$ cat src/rtl/out_port_buffer_pkg.sv
`default_nettype none
// ============================================================================
//  Module   : out_port_buffer_pkg
//  Brief    : Shared sizing defaults for the router output-port flit buffer.
//  Revision : 1.0  initial release
// ============================================================================
package out_port_buffer_pkg;

    localparam int c_flit_w     = 32;
    localparam int c_opb_depth  = 4;
    localparam int c_opb_af_lvl = 3;

endpackage : out_port_buffer_pkg
`default_nettype wire

$ cat src/rtl/out_port_buffer_sync_fifo_mem.sv
`default_nettype none
// ============================================================================
//  Module   : out_port_buffer_sync_fifo_mem
//  Brief    : DEPTH x FLIT_W register array, synchronous write, async read.
//  Revision : 1.0  initial release
// ============================================================================
module out_port_buffer_sync_fifo_mem #(
    parameter int FLIT_W = 32,
    parameter int DEPTH  = 4,
    parameter int ADDR_W = $clog2(DEPTH)
) (
    input  logic              clk,
    input  logic              we,
    input  logic [ADDR_W-1:0] waddr,
    input  logic [FLIT_W-1:0] wdata,
    input  logic [ADDR_W-1:0] raddr,
    output logic [FLIT_W-1:0] rdata
);

    // Storage is deliberately not reset; occupancy lives in the pointers.
    logic [FLIT_W-1:0] r_mem [DEPTH];

    always_ff @(posedge clk) begin
        if (we) begin
            r_mem[waddr] <= wdata;
        end
    end

    assign rdata = r_mem[raddr];

endmodule : out_port_buffer_sync_fifo_mem
`default_nettype wire

$ cat src/rtl/out_port_buffer.sv
`default_nettype none
// ============================================================================
//  Module   : out_port_buffer
//  Brief    : Per-output-port flit FIFO between crossbar and inter-router link.
//  Revision : 1.0  initial release
// ============================================================================
module out_port_buffer
    import out_port_buffer_pkg::*;
#(
    parameter int FLIT_W = c_flit_w,
    parameter int DEPTH  = c_opb_depth,
    parameter int AF_LVL = c_opb_af_lvl
) (
    input  logic                     clk,
    input  logic                     rst_n,
    input  logic                     wr_en,
    input  logic [FLIT_W-1:0]        wr_flit,
    output logic                     full,
    output logic                     almost_full,
    output logic                     link_valid,
    output logic [FLIT_W-1:0]        link_flit,
    input  logic                     link_ready,
    output logic [$clog2(DEPTH):0]   count,
    output logic                     ovf_err
);

    localparam int c_ptr_w = $clog2(DEPTH);
    localparam int c_cnt_w = c_ptr_w + 1;

    logic [c_ptr_w-1:0] r_wr_ptr;
    logic [c_ptr_w-1:0] r_rd_ptr;
    logic [c_cnt_w-1:0] r_count;
    logic               r_ovf_err;

    logic w_full;
    logic w_empty;
    logic w_push;
    logic w_pop;

    // Flags decode only the count register, so a pop never frees a slot
    // for a push in the same cycle.
    assign w_full  = (r_count == c_cnt_w'(DEPTH));
    assign w_empty = (r_count == '0);
    assign w_push  = wr_en & ~w_full;
    assign w_pop   = ~w_empty & link_ready;

    always_ff @(posedge clk or negedge rst_n) begin
        if (!rst_n) begin
            r_wr_ptr  <= '0;
            r_rd_ptr  <= '0;
            r_count   <= '0;
            r_ovf_err <= 1'b0;
        end else begin
            if (w_push) begin
                r_wr_ptr <= r_wr_ptr + 1'b1;
            end
            if (w_pop) begin
                r_rd_ptr <= r_rd_ptr + 1'b1;
            end
            case ({w_push, w_pop})
                2'b10:   r_count <= r_count + 1'b1;
                2'b01:   r_count <= r_count - 1'b1;
                default: r_count <= r_count;
            endcase
            if (wr_en && w_full) begin
                r_ovf_err <= 1'b1;
            end
        end
    end

    out_port_buffer_sync_fifo_mem #(
        .FLIT_W (FLIT_W),
        .DEPTH  (DEPTH),
        .ADDR_W (c_ptr_w)
    ) u_mem (
        .clk   (clk),
        .we    (w_push),
        .waddr (r_wr_ptr),
        .wdata (wr_flit),
        .raddr (r_rd_ptr),
        .rdata (link_flit)
    );

    assign full        = w_full;
    assign almost_full = (r_count >= c_cnt_w'(AF_LVL));
    assign link_valid  = ~w_empty;
    assign count       = r_count;
    assign ovf_err     = r_ovf_err;

endmodule : out_port_buffer
`default_nettype wire

$ cat config.mk
export PLATFORM = sky130hd
export DESIGN_NAME = out_port_buffer
export DESIGN_NICKNAME = d
export VERILOG_FILES = /design/src/rtl/out_port_buffer_pkg.sv /design/src/rtl/out_port_buffer_sync_fifo_mem.sv /design/src/rtl/out_port_buffer.sv
export SDC_FILE = /design/constraint.sdc
export NUM_CORES = 1
export LEC_CHECK = 0
export ABC_AREA = 1
export ABC_CLOCK_PERIOD_IN_PS = 2600
export CAP_MARGIN = 5
export CORE_MARGIN = 3
export CORE_UTILIZATION = 49
export DETAILED_ROUTE_END_ITERATION = 8
export GPL_TIMING_DRIVEN = 0
export PLACE_DENSITY = 0.75
export SLEW_MARGIN = 40
export SYNTH_ARGS = -nofsm -noshare
export SYNTH_HDL_FRONTEND = slang
export SYNTH_SLANG_ARGS = --single-unit
$ cat constraint.sdc
create_clock -name clk -period 2.6 [get_ports clk]
set_clock_uncertainty 0.2 [all_clocks]
set_input_delay 0.52 -clock clk [delete_from_list [all_inputs] [get_ports clk]]
set_output_delay 0.52 -clock clk [all_outputs]
set_load 0.02 [all_outputs]
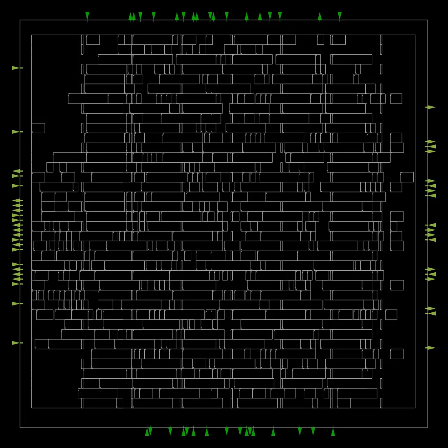
Fig. 1. Placed standard cells (run 1).
flop count: 136
Std-Cell Rows: 38

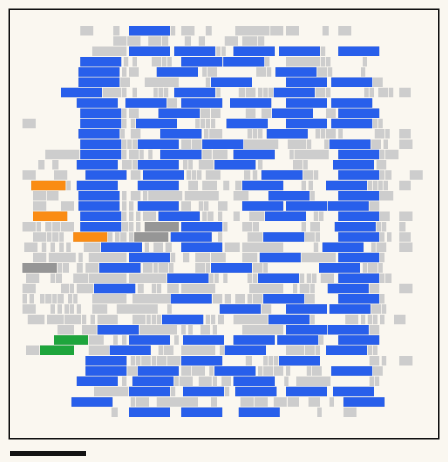
Fig. 2. Sequential cells colored by netlist name (run 1).
The bar under the picture is 20 um long.
`u_mem.r_mem` -> blue  # sequential cells 128
`count` -> orange  # sequential cells 3
`r_wr_ptr` -> green  # sequential cells 2
Reg area: 0.00404 sq mm
Final Util: 66.1%
flop share of the area: 55.7%
power dissipated in sequential cells: 0.00302 W

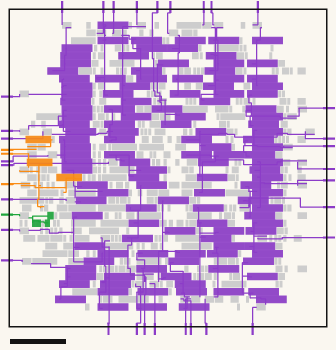
Fig. 3. I/O nets highlighted (run 1).
The bar under the picture is 20 um long.
`wr_en` -> green  # bits 1, direction input, edge west, end cells 4, buffers 1, wire 19.0 um
`wr_flit` -> purple  # bits 32, direction input, edge 9 north, 8 west, 8 south, 7 east, end cells 128, buffers 32, wire 1550 um
`count` -> orange  # bits 3, direction output, edge west, end cells 3, buffers 3, wire 97.6 um
I/O Pins: 75
Port Buffers: 74

==> notes.md, run 1 <==
Summary of the current implementation state.

- The final hold violation count recorded for this run is 0.
- The worst-case max-slew headroom was logged as between 60 and 70%.
- The largest voltage drop on the vdd net is 0.708 mV, for reference.
- Yosys printed 0 warnings.
- In the final layout, the share of cells above drive strength 1 is 14.8%.
- After layout, the minimum clock period comes to 2520 ps.
- Per the run report, area growth between synthesis and finish was 29.6%.
- In this run the power density over the cells is between 1000 and 1500 mW/mm^2.
- The synthesized design contains 128 enable-type register cells.
- The library cell occupying the most area in the post-synthesis netlist is edfxtp_1, for reference.
- The internal power contribution is 0.00582 W, for reference.
- The run finished with clean final reports.
- For this design, Yosys synthesis ends with a cell count of 439.
- The remaining routing DRC violations is 0, for reference.
- The largest fanout on the critical path is 10, for reference.
- The maximum number of pins on one net before global-route repair is 18, for reference.
- Note that the worst hold path type here is primary input to asynchronous set/reset pin.
- Global routing used 19.9% of the available tracks across all layers.
- On the critical path the largest part of the delay comes from buffers and inverters.
- The count of nets left with antenna violations after detail routing is 0, for reference.
- The routed wirelength normalized by instance count is 17.3 um, for reference.
- The overall routed net length is 12.0 mm, for reference.
- The arrival time of the worst setup path is ~1800 ps, for reference.
- Detailed placement ended at an HPWL of 7.66 mm.
- Per STA, the highest per-stage delay on the worst path measures approximately 420 ps.
- Setup repair after global routing left no endpoint under its margin.
- Ranked by total cell area, the synthesized netlist is headed by edfxtp_1, o211ai_1, nand2_1, inv_1, dfrtp_1.
- Per the synthesis report, the number of distinct cell types is 17.
- After layout, the worst path uses 96.9% of the clock period.
- Counting flops with an async set or reset pin after synthesis yields a share of 5.88%.
- In the post-synthesis netlist, the cell with the most instances is edfxtp_1.
- The critical path start-end classification is flop to output pin, for reference.
- After global routing the overflow that remains totals 0.
- The number of warning messages in the logs is 30, for reference.
- The number of register bits inferred by synthesis is between 100 and 150, for reference.
- The clock passes through at most 2 buffers.
- The maximum frequency from static timing analysis is roughly 400 MHz, for reference.
- The count of final setup violators is 0, for reference.
- Counting both buffers and inverters, the worst setup path holds a total of 4.
- The via count of the first global-routing pass is 3685, for reference.
- The detail-routed via count per cell is 5.23, for reference.
- In this run switching power makes up 35.3% of total power.
- Once routing completed, OpenROAD measured the worst setup slack at 80.0 ps.
- Once the floorplan was initialized, standard cells occupied 51.0% of the core.
- The category of the worst setup path capture point is an output pin, for reference.
- The dominant register cell in the synthesized netlist is edfxtp_1, for reference.
- The area fraction of the largest cell type after synthesis is 68.6%.
- The final weighted congestion of routability-driven global placement is 0.759, for reference.
- The number of antenna violations at the first check in global routing was 0.
- The setup total negative slack is 0 ps, for reference.
- The fraction of power consumed by sequential logic is 33.5%, for reference.
- The floorplan net count is 481, for reference.
- The tree is rooted in a clkbuf_16.
- The synthesized netlist has a Yosys-reported chip area of 0.00560 sq mm.
- The total standard cell area after synthesis is roughly 0.0056 sq mm, for reference.
- The height of the die is 113 um, for reference.
- The number of diodes is 0, for reference.
- The synthesized instance count is between 400 and 500, for reference.
- The kind of start point of the critical path is a flop, for reference.
- The pre-CTS setup slack is -119 ps, for reference.
- The critical path goes through inv_2 -> buf_6 -> buf_6 -> nand2_1 -> o211ai_1 -> nand2_1 -> dlygate4sd2_1.
- The final route contains ~3600 vias.
- The number of placed instances, taps included is 660, for reference.
- Combinational logic is responsible for 38.7% of the overall power.
- The max-capacitance violation count is 0, for reference.
- At the end of the flow, the number of nets in the layout was 582.
- The switching power summed over all nets is ~0.0032 W, for reference.
- The clock network power share is 27.7%, for reference.
- For this design, the sink count on the clock tree is 136.
- The chip occupies about 0.013 sq mm.
- The post-CTS clock slew at the launch and capture registers of the worst setup and hold paths is ~50 ps, for reference.
- The detailed router finished its first iteration with 257 violations.
- The average instance area after synthesis is 12.8 sq um, for reference.
- Per the TritonCTS log, the buffer count is 17.
- The number of slew-limit violations in the final report is 0, for reference.
- After synthesis, flip-flops and latches occupy between 70 and 80% of the total area.
- The floorplan core area is 0.0110 sq mm, for reference.
- The count of non-filler cells in the finished layout is 693, for reference.
- At the worst endpoint, the required time is 1880 ps.
- For reference, the top cells by count after synthesis are edfxtp_1, nand2_1, inv_1, o211ai_1, buf_6.
- The measured slew at the worst slew-check pin is roughly 560 ps, for reference.
[run 1: cell type report]
cell class | instances | area, sq um | area share (%)
timing repair buffer | 82 | 821 | 11.3
clock buffer | 23 | 478 | 6.59
buffer | 21 | 181 | 2.50
tap | 140 | 175 | 2.41
inverter | 81 | 304 | 4.19
multi-input combinational | 201 | 1110 | 15.2
sequential | 136 | 4040 | 55.7
clock inverter | 9 | 146 | 2.02
[run 1: path summary, 6_finish.rpt]
kind | slack [ps] | end | from | cells past startpoint
setup reg to reg | 330 | count[2] | count[0] | 10
min in group clk | 280 | ovf_err | ovf_err | 2
max in group asynchronous | 1720 | count[0] | rst_n | 1
hold reg to reg | 280 | ovf_err | ovf_err | 2
hold / removal | 190 | ovf_err | rst_n | 1
setup / recovery | 80 | link_flit[24] | r_rd_ptr[0] | 7
[run 1: metrics by stage]
| step | total power [W] | hold slack (ps) | cell area, sq um | util [%] |
|---|---|---|---|---|
| after floorplan | 0.00514 | 24.4 | 5600 | - |
| after global placement | 0.00657 | 249 | 6520 | 59.3 |
| after detailed placement | 0.00683 | 271 | 6710 | 61.1 |
| after CTS | 0.00910 | 189 | 7310 | 66.5 |
| after global routing | 0.00944 | 209 | 7260 | 66.1 |
| final | 0.00899 | 194 | 7260 | 66.1 |
[run 1: registers in the layout (all words and copies together) (netlist names)]
register     count
ovf_err          1
r_rd_ptr         2
r_wr_ptr         2
count            3
u_mem.r_mem    128
[run 1: power by group through the flow]
stage	sequential (W)	combinational (W)	clock, W
2_1_floorplan	0.00307	0.00207	0
3_3_place_gp	0.00307	0.00350	0
3_5_place_dp	0.00305	0.00377	0
4_1_cts	0.00301	0.00355	0.00253
5_1_grt	0.00305	0.00378	0.00261
6_report	0.00302	0.00348	0.00250
[run 1: timing repair]
item	CTS	global route
setup endpoints to repair	32	30
hold buffers	0	0
gates resized	39	45
endpoints found under the hold margin	0	0
buffers inserted	0	1
[run 1: per-layer routing]
metal	routed length [um]	GRT usage, %
met2	6200	34.0
met3	768	6.20
met1	4800	23.0
met4	224	9.05
met5	0	0
[run 1: layout by cell type (no fill, tap or decap), types with 2 or more instances in the layout]
cell type,count
clkdlybuf4s50_1,41
nand2_1,115
clkbuf_1,3
o211ai_1,64
clkinv_1,2
buf_6,11
inv_1,79
edfxtp_1,128
bufinv_16,4
inv_2,2
buf_2,8
dfrtp_1,8
buf_8,2
clkbuf_2,17
nand3_1,7
clkdlybuf4s15_1,6
ha_1,5
buf_4,4
dlygate4sd2_1,7
clkbuf_16,17
buf_16,5
clkbuf_8,3
clkinv_2,2
o21ai_0,2
nor2_4,4
[run 1: cells by family (layout without fill, tap and decap cells)]
kind of cell               count (synthesis)  count (layout)  synth area share [%]
adders and majority gates                  6               6                  1.47
and+or+nand+nor                          128             128                  8.78
xor gates and xnor gates                   1               1                 0.156
DFF                                      136             136                  72.2
buffers and inverters                    102             216                  8.62
AOI/OAI and AO/OA                         66              66                  8.76
[run 1: worst register-to-register path, stage by stage, from the launching register on]
cell     delay [ps]
dfrtp_1         390
inv_1           150
nand3_1         170
nand2_2         270
ha_1            230
inv_1            70
fa_1            380
nand2_1         100
nand3_1          80
nand2_1          70
nand2_1          50
## Run 2: what changed since run 1
- SKIP_CTS_REPAIR_TIMING: unset -> 1
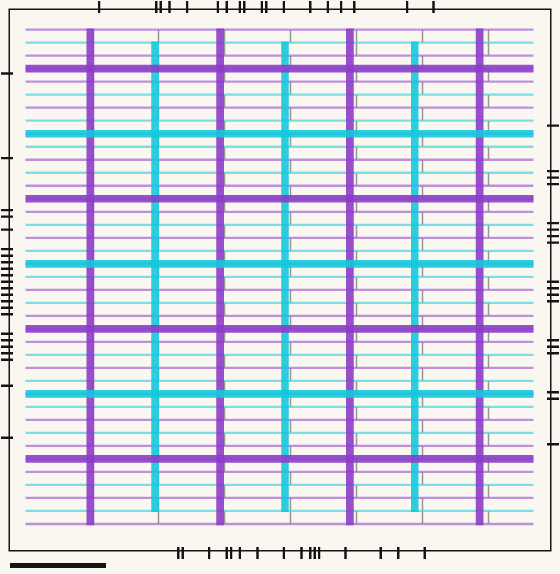
Fig. 4. Floorplan with the power grid (run 2).
The bar under the picture is 20 um long. Pins as bars on the die edge. Tap cells in gray.
VDD -> cyan
VSS -> purple
rows = 38
met1 rails = 39
tap cells = 140
met4 straps = 7
horizontal die dimension: 113 um
Worst VDD drop: 0.765 mV
area of the placeable core: 0.0110 sq mm
die height: 113 um

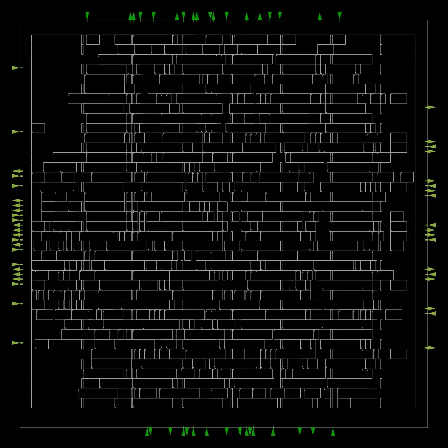
Fig. 5. Placed standard cells (run 2).
number of cells in the finished layout apart from fillers: 692
flop share of the area: 54.5%

==> run 2 against run 1 <==
Net effect: clock-buffer cell count is the same; sequential power is essentially flat; first-iteration DRC count shrank 15%; combinational power grew 6.0%; synthesized cell count is the same; register-to-register slack is essentially flat; flip-flop count is the same; cell count shrank 0.14%; setup slack gained 18 ps; routed wire length is essentially flat.
==> notes.md, run 2 <==
Summary of the current implementation state.

- The flow ran to the end, and the final reports show no timing, DRC or antenna violations.
- The remaining routing DRC violations came to 0 (unchanged).
- The synthesized instance count was 439 (unchanged).
- The global-route wire length before repair is 18.9 mm, for reference.
- Per the run report, area growth between synthesis and finish was 32.6%.
- The via count of the first global-routing pass is 3685 (unchanged), for reference.
- The library cell occupying the most area in the post-synthesis netlist is edfxtp_1, for reference.
- The cell area after layout is 0.00743 sq mm (+2.3%), for reference.
- The arrival time of the worst setup path is 1780 ps (-20 ps), for reference.
- The largest fanout on the critical path is 10 (unchanged), for reference.
- The type of the tightest min-delay check is primary input to asynchronous set/reset pin, for reference.
- The number of register bits inferred by synthesis is 136 (unchanged), for reference.
- The unique cell type count in the Yosys netlist was 17 (unchanged).
- The part of the total power dissipated in combinational logic came to 40.1% (+1.4 points).
- The worst setup path is captured at an output pin.
- The number of diodes is 0 (unchanged), for reference.
- The count of final setup violators is 0 (unchanged), for reference.
- The async set or reset register ratio after synthesis was 5.88% (unchanged).
- The critical path start-end classification is flop to output pin, for reference.
- The measured slew at the worst slew-check pin is 561 ps (+5.56 ps), for reference.
- The number of antenna violations at the first check in global routing is 0 (unchanged), for reference.
- The number of warning messages in the logs was 30 (unchanged).
- The data required time at the worst endpoint was 1880 ps (about the same).
- The maximum frequency from static timing analysis came to 400 MHz (+0.74%).
- The dominant register cell in the synthesized netlist is edfxtp_1, for reference.
- The worst-case headroom to the max-slew limit is 62.5% (-0.37 points).
- TritonCTS built the clock tree.
- The switching part of the total is 34.4% (-0.90 points), for reference.
- The floorplan net count came to 481 (unchanged).
- STA classifies the critical path startpoint as a flop.
- The number of slew-limit violations in the final report was 0 (unchanged).
- The count of nets left with antenna violations after detail routing is 0 (unchanged).
- The cell sitting at the root of the clock tree is a clkbuf_16.
- The power report puts the leakage power at 3.26 nW.
- The area enclosed by the die boundary is 0.0127 sq mm (unchanged), for reference.
- The number of ports placed on the die boundary came to 75 (unchanged).
- The average instance area after synthesis is 12.8 sq um (unchanged), for reference.
- The global-route usage over all layers is 19.9% (unchanged), for reference.
- The most common library cell in the layout ignoring fill and taps is edfxtp_1, for reference.
- The share of the yosys chip area belonging to registers is 72.2% (unchanged), for reference.
- The placement-stage cell area is 0.00671 sq mm (unchanged), for reference.
- The critical-path cell with the highest stage delay is dfrtp_1, for reference.
- The cell count in the Yosys report is 439 (unchanged).
- The post-synth tally of flip-flops with integrated enable is 128 (unchanged), for reference.
- The minimum clock period is 2500 ps (-18.4 ps), for reference.
- The routed wirelength normalized by instance count is 17.3 um (about the same), for reference.
- The share of layout cells above drive strength 1 is 11.2% (-3.6 points), for reference.
- The number of warning messages in the yosys log came to 0 (unchanged).
- The number of flip-flops in the largest register is 128 (unchanged), for reference.
- The area share of the largest cell type after synthesis is 68.6% (unchanged), for reference.
- Clock latency on the worst-skew pair, taken at its later pin, is 420 ps.
- Setup repair after global routing left no endpoint under its margin.
- The post-CTS clock slew at the launch and capture registers of the worst setup and hold paths came to 50 ps (about the same).
- The quantity of I/O buffers inserted on ports came to 74 (unchanged).
- The fraction of power consumed by sequential logic was 32.8% (-0.7 points).
- The final count of hold timing violations is 0 (unchanged), for reference.
- The post-route worst setup slack is 98.4 ps (+18.4 ps), for reference.
- The maximum cell stage delay along the critical path is 410 ps (about the same), for reference.
- The detail-routed via count per cell was 5.18 (-0.88%).
- The switching power summed over all nets was 0.00316 W (-0.30%).
- For reference, the top cells by area after synthesis are edfxtp_1, o211ai_1, nand2_1, inv_1, dfrtp_1.
- Before antenna repair, the detailed router went through 5 iterations.
- The maximum number of pins on one net before global-route repair was 18 (unchanged).
- The total standard cell area after synthesis came to 0.00560 sq mm (unchanged).
- The final weighted congestion of routability-driven global placement was 0.759 (unchanged).
- The area reported by Yosys stat was 0.00560 sq mm (unchanged).
- The worst-case clock buffer depth was 2 (unchanged).
- The clock tree synthesis step divided the H-tree into 4 levels.
- The pre-CTS setup slack was -119 ps (unchanged).
- The part of the cycle the worst path needs is 96.2% (-0.71 points).
- Sorting the synthesis cell report by count puts at the top edfxtp_1.
- The DRC violation total after the first TritonRoute iteration is 219 (-15%), for reference.
- Counting instances in the post-synthesis netlist gives the leading cell types as edfxtp_1, nand2_1, inv_1, o211ai_1, buf_6.
- Counting flops per register, the top entry is u_mem.r_mem.
- The clock network power share is 27.1% (-0.6 points), for reference.
- The cell row count is 38 (unchanged), for reference.
- The max-capacitance violation count is 0 (unchanged), for reference.
- The TritonCTS buffer count was 17 (unchanged).
- The floorplan core density is 51.0% (unchanged), for reference.
- The power density over the cells is 1240 mW/mm^2 (about the same), for reference.
- The total global routing overflow came to 0 (unchanged).
- The internal power contribution was 0.00604 W (+3.7%).
- For reference, the critical path cell chain is inv_2 -> buf_6 -> buf_6 -> nand2_1 -> o211ai_1 -> nand2_1 -> dlymetal6s2s_1.
- The total number of vias is 3586 (-1.0%).
- The overall routed net length is 12.0 mm (about the same), for reference.
- The final net count is 581 (-0.17%), for reference.
- The number of cell instances on the worst register-to-register path is 10 (unchanged), for reference.
- The post-detailed-placement half-perimeter wirelength came to 7.66 mm (unchanged).
- The count of clock tree sinks came to 136 (unchanged).
- The library cells used most frequently in the layout, excluding fill and tap cells, are edfxtp_1, nand2_1, inv_1, o211ai_1, clkdlybuf4s50_1.
## run 2: power by group through the flow
stage	clock network [W]	logic, W	registers [W]
after floorplan	0	0.00207	0.00307
after global placement	0	0.00350	0.00307
after detailed placement	0	0.00377	0.00305
after CTS	0.00253	0.00381	0.00301
after global routing	0.00261	0.00399	0.00305
final	0.00250	0.00369	0.00302
## run 2: layout make-up
| cell class | instances | area [sq um] |
|---|---|---|
| clock buffer | 23 | 478 |
| sequential | 136 | 4040 |
| buffer | 21 | 181 |
| timing repair buffer | 81 | 991 |
| multi-input combinational | 201 | 1110 |
| inverter | 81 | 304 |
| fill | 748 | 3560 |
| tap | 140 | 175 |
| clock inverter | 9 | 146 |
## run 2: stage by stage
step	hold slack (ps)	std cells	total power (W)	setup TNS [ps]	util [%]
after floorplan	24.4	439	0.00514	-35180	-
after global placement	249	653	0.00657	-215910	59.3
after detailed placement	271	660	0.00683	-2180	61.1
after CTS	189	692	0.00936	-10490	66.8
after global routing	209	692	0.00965	0	67.6
final	198	692	0.00920	0	67.6
## run 2: critical path, delay by kind of cell (launching register included)
family                 cells  cell delay (ps)
AOI/OAI and AO/OA          1              100
buffers and inverters      4              670
and+or+nand+nor            2              190
DFF                        1              410
## run 2: final timing paths
kind,endpoint,start,slack (ps)
worst min-delay path,r_wr_ptr[1],rst_n,200
worst min register to register,ovf_err,ovf_err,280
min in group clk,ovf_err,ovf_err,280
max in group asynchronous,count[0],rst_n,1710
worst max-delay path,link_flit[26],r_rd_ptr[0],100
worst max register to register,count[2],count[1],320
## run 2: cells by family after synthesis
kind of cell	synth area share [%]
adders and majority gates	1.47
and+or+nand+nor	8.78
AOI/OAI and AO/OA	8.76
buffers and inverters	8.62
xor gates and xnor gates	0.156
DFF	72.2
## run 2: metal layers
layer  vias to the layer above  track usage, %  share of wire, %
met3                        19            6.20               6.4
li1                       1713               -                 -
met5                         -               0                 0
met1                      1738            23.0                41
met4                         0            8.97               1.8
met2                       116            34.1                51
Power is estimated from default activity; no workload was simulated.
